met3.png
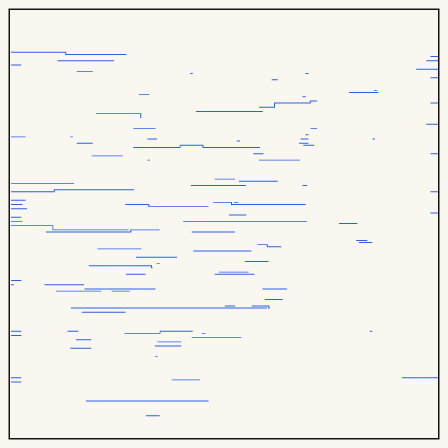
metal_stack.png
Only two layers are drawn.
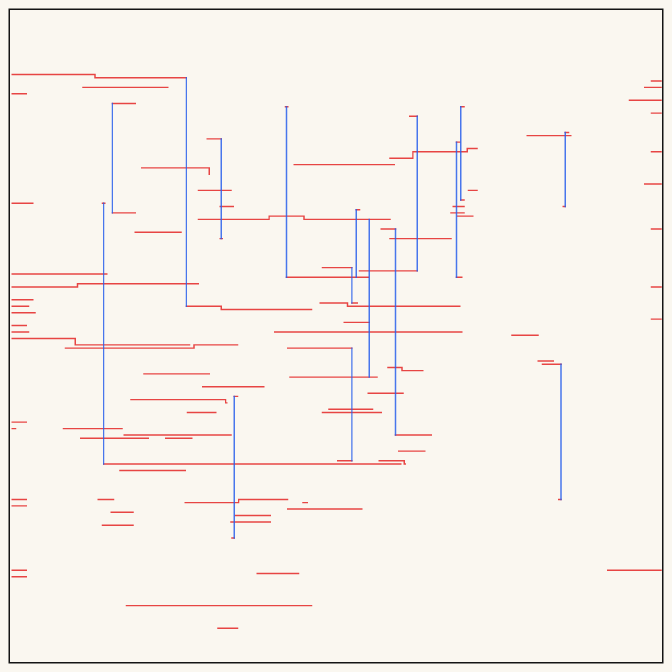
pins.png
Pins as bars across the die edge, other pins in grey.
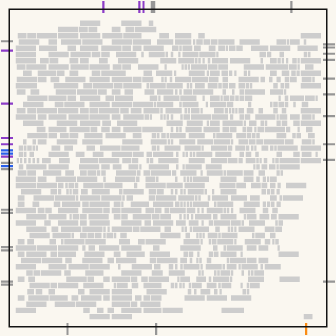
Design fir_filter_mac, sky130hd; sources not shown.
==> impl_metrics.env <==
# flow metrics
export IMPL_drt_antenna_violating_nets=0
export IMPL_routed_via_density=6.01
export IMPL_netlist_area_mm2=0.0107
export IMPL_fp_utilization_pct=61.6
export IMPL_yosys_area_mm2=0.0107
export IMPL_final_hold_violation_count=0
export IMPL_place_hpwl_mm=16.2
export IMPL_synth_nets=1023
export IMPL_slew_viol_final=0
export IMPL_final_setup_viol_count=0
export IMPL_cts_tree="done"
export IMPL_async_flop_share_pct=100
export IMPL_cts_setup_buffers=0
export IMPL_worstPathMaxFanout=12
export IMPL_worst_pin_slew_ns=1.28
export IMPL_drc_errors=0
export IMPL_antenna_found_initial=0
export IMPL_path_clk_slew_ns=0.07
export IMPL_fin_nets=1043
export IMPL_synth_warnings=0
export IMPL_outcome="completed"
export IMPL_cts_made_buffers=17
export IMPL_globalRouteOverflowTotal=0
export IMPL_first_pass_iters=6
export IMPL_crit_path_max_incr_delay_ns=0.95
export IMPL_tool_warnings=30
export IMPL_synthDistinctLibCells=61
export IMPL_cpMaxStageDelayCell="nor2_1"
export IMPL_worstHoldPathType="reg -> reg"
export IMPL_path_cells="buf_2 > buf_1 > mux4_2 > mux2_2 > inv_2 > nor2_1 > inv_1 > fa_1 > inv_1 > fa_1 > fa_1 > fa_1 > fa_1 > ha_1 > o21ai_0 > o21ai_0 > nand2_1 > o21ai_0 > xor2_1 > a22o_1"
export IMPL_gp_congestion=0.836
export IMPL_arrival_ns=7.62
export IMPL_ys_cells=868
export IMPL_coreArea_mm2=0.0174
export IMPL_synth_edff_count=0
export IMPL_required_ns=9.13
export IMPL_whs_ns=0.305
export IMPL_postCtsHoldBufs=0
export IMPL_startpoint_type="register"
export IMPL_io_pins=36
export IMPL_floorplan_rows=48
export IMPL_crit_type="reg -> reg"
export IMPL_r2r_slack_ns=1.52
export IMPL_whs_path_depth=1
export IMPL_clockBufferDepth=2
export IMPL_ys_seq_share_pct=38.3
export IMPL_htree_num_levels=4
export IMPL_cts_resized=0
export IMPL_grt_max_degree=137
-- met3.png (at the start) --
The layer carries 994 um of wire. The layer holds 4.4% of the routed length. The longest straight run is 62.8 um. The wires run mostly horizontal. 74 nets have wire on it.
Vias: 6772
met3 Track Usage GR: 6.18%
Routed WL: 22.4 mm

-- metal_stack.png (at the start) --
Key: red = met3 [wire length 994 um]; blue = met4 [wire length 461 um]
post-DR wirelength/cell: 19.9 um
gr usage total: 26.4%

-- pins.png (at the start) --
Key: purple = coef_data_i [pins 8, direction input, edge 5 left, 3 top]; blue = coef_addr_i [pins 3, direction input, edge left]; orange = reset_i [pins 1, direction input, edge bottom]
Die H: 138 um
chip width: 138 um

==> synthesized netlist by cell type (all sizes together), types with 16 or more instances <==
| master | n | area (um^2) |
|---|---|---|
| ha | 47 | 588 |
| mux4 | 32 | 721 |
| a22o | 69 | 604 |
| mux2 | 68 | 766 |
| buf | 16 | 82.6 |
| inv | 99 | 372 |
| dfrtp | 162 | 4050 |
| nor2 | 53 | 204 |
| fa | 84 | 1680 |
| o21ai | 25 | 125 |
| nand2 | 43 | 171 |
==> cells in the final DEF (no fill, tap or decap), types with 3 or more instances in the layout <==
cell and instances:
xnor2_1 12, clkbuf_16 17, nor2b_1 8, o21bai_1 5, and2_1 5, buf_4 4
nor4_1 3, nand2b_1 14, a211oi_1 6, o211ai_2 5, mux2i_2 10, fa_1 84
a21o_1 3, nor2_1 51, mux2_2 68, nand4_1 5, mux2i_1 5, or3_1 4
clkbuf_1 16, and3_1 4, inv_8 4, buf_2 6, mux4_2 32, a21oi_1 11
inv_6 5, buf_1 6, nand2_1 41, ha_1 47, dfrtp_1 162, a22o_1 69
nor3_1 3, xor2_1 15, o22ai_1 3, inv_1 97, nand3_1 6, o21ai_0 23
==> layout make-up <==
class                   count  area, um^2
clock inverters            14         165
multi-input cells         573        6110
flip-flops and latches    164        4110
repair buffers              1        27.5
clock buffers              18         429
fillers                  1279        5770
well taps                 225         282
inverters                 100         383
plain buffers              31         139
==> cells by family (layout without fill, tap and decap cells) <==
kind of cell	after synthesis	in the layout	share of synthesized area [%]
adder cells (fa/ha/maj)	131	131	21.2
AND-OR/OR-AND	141	141	10.4
multiplexers	115	115	15.6
AND/OR/NAND/NOR	159	159	7.59
flip-flops	164	164	38.3
buffers and inverters	131	164	4.79
XOR/XNOR	27	27	2.20
==> metal layers <==
metal / track usage, % / wire length (um) / share of wire [%] / vias to the layer above
li1: - / - / - / 3072
met1: 36.8 / 10100 / 45 / 3512
met2: 42.1 / 10900 / 49 / 155
met3: 6.18 / 993 / 4.4 / 33
met4: 7.54 / 461 / 2.1 / 0
met5: 0 / 0 / 0 / -
==> critical path: cells and delay by family, from the launching register on <==
kind	cells	cell delay [ns]
XOR/XNOR	1	0.09
buffers and inverters	5	1.09
flip-flops	1	0.34
adder cells (fa/ha/maj)	6	2.85
AND-OR/OR-AND	4	1.02
multiplexers	2	0.65
AND/OR/NAND/NOR	2	1.12
==> through the flow <==
step | instances | worst slack (ns) | util (%)
final | 1126 | 1.52 | 66.8
after CTS | 1126 | 1.60 | 66.8
after global placement | 1093 | 1.30 | 63.2
after global routing | 1126 | 1.10 | 66.8
after detailed placement | 1094 | 1.64 | 63.4
after floorplan | 868 | 2.59 | -
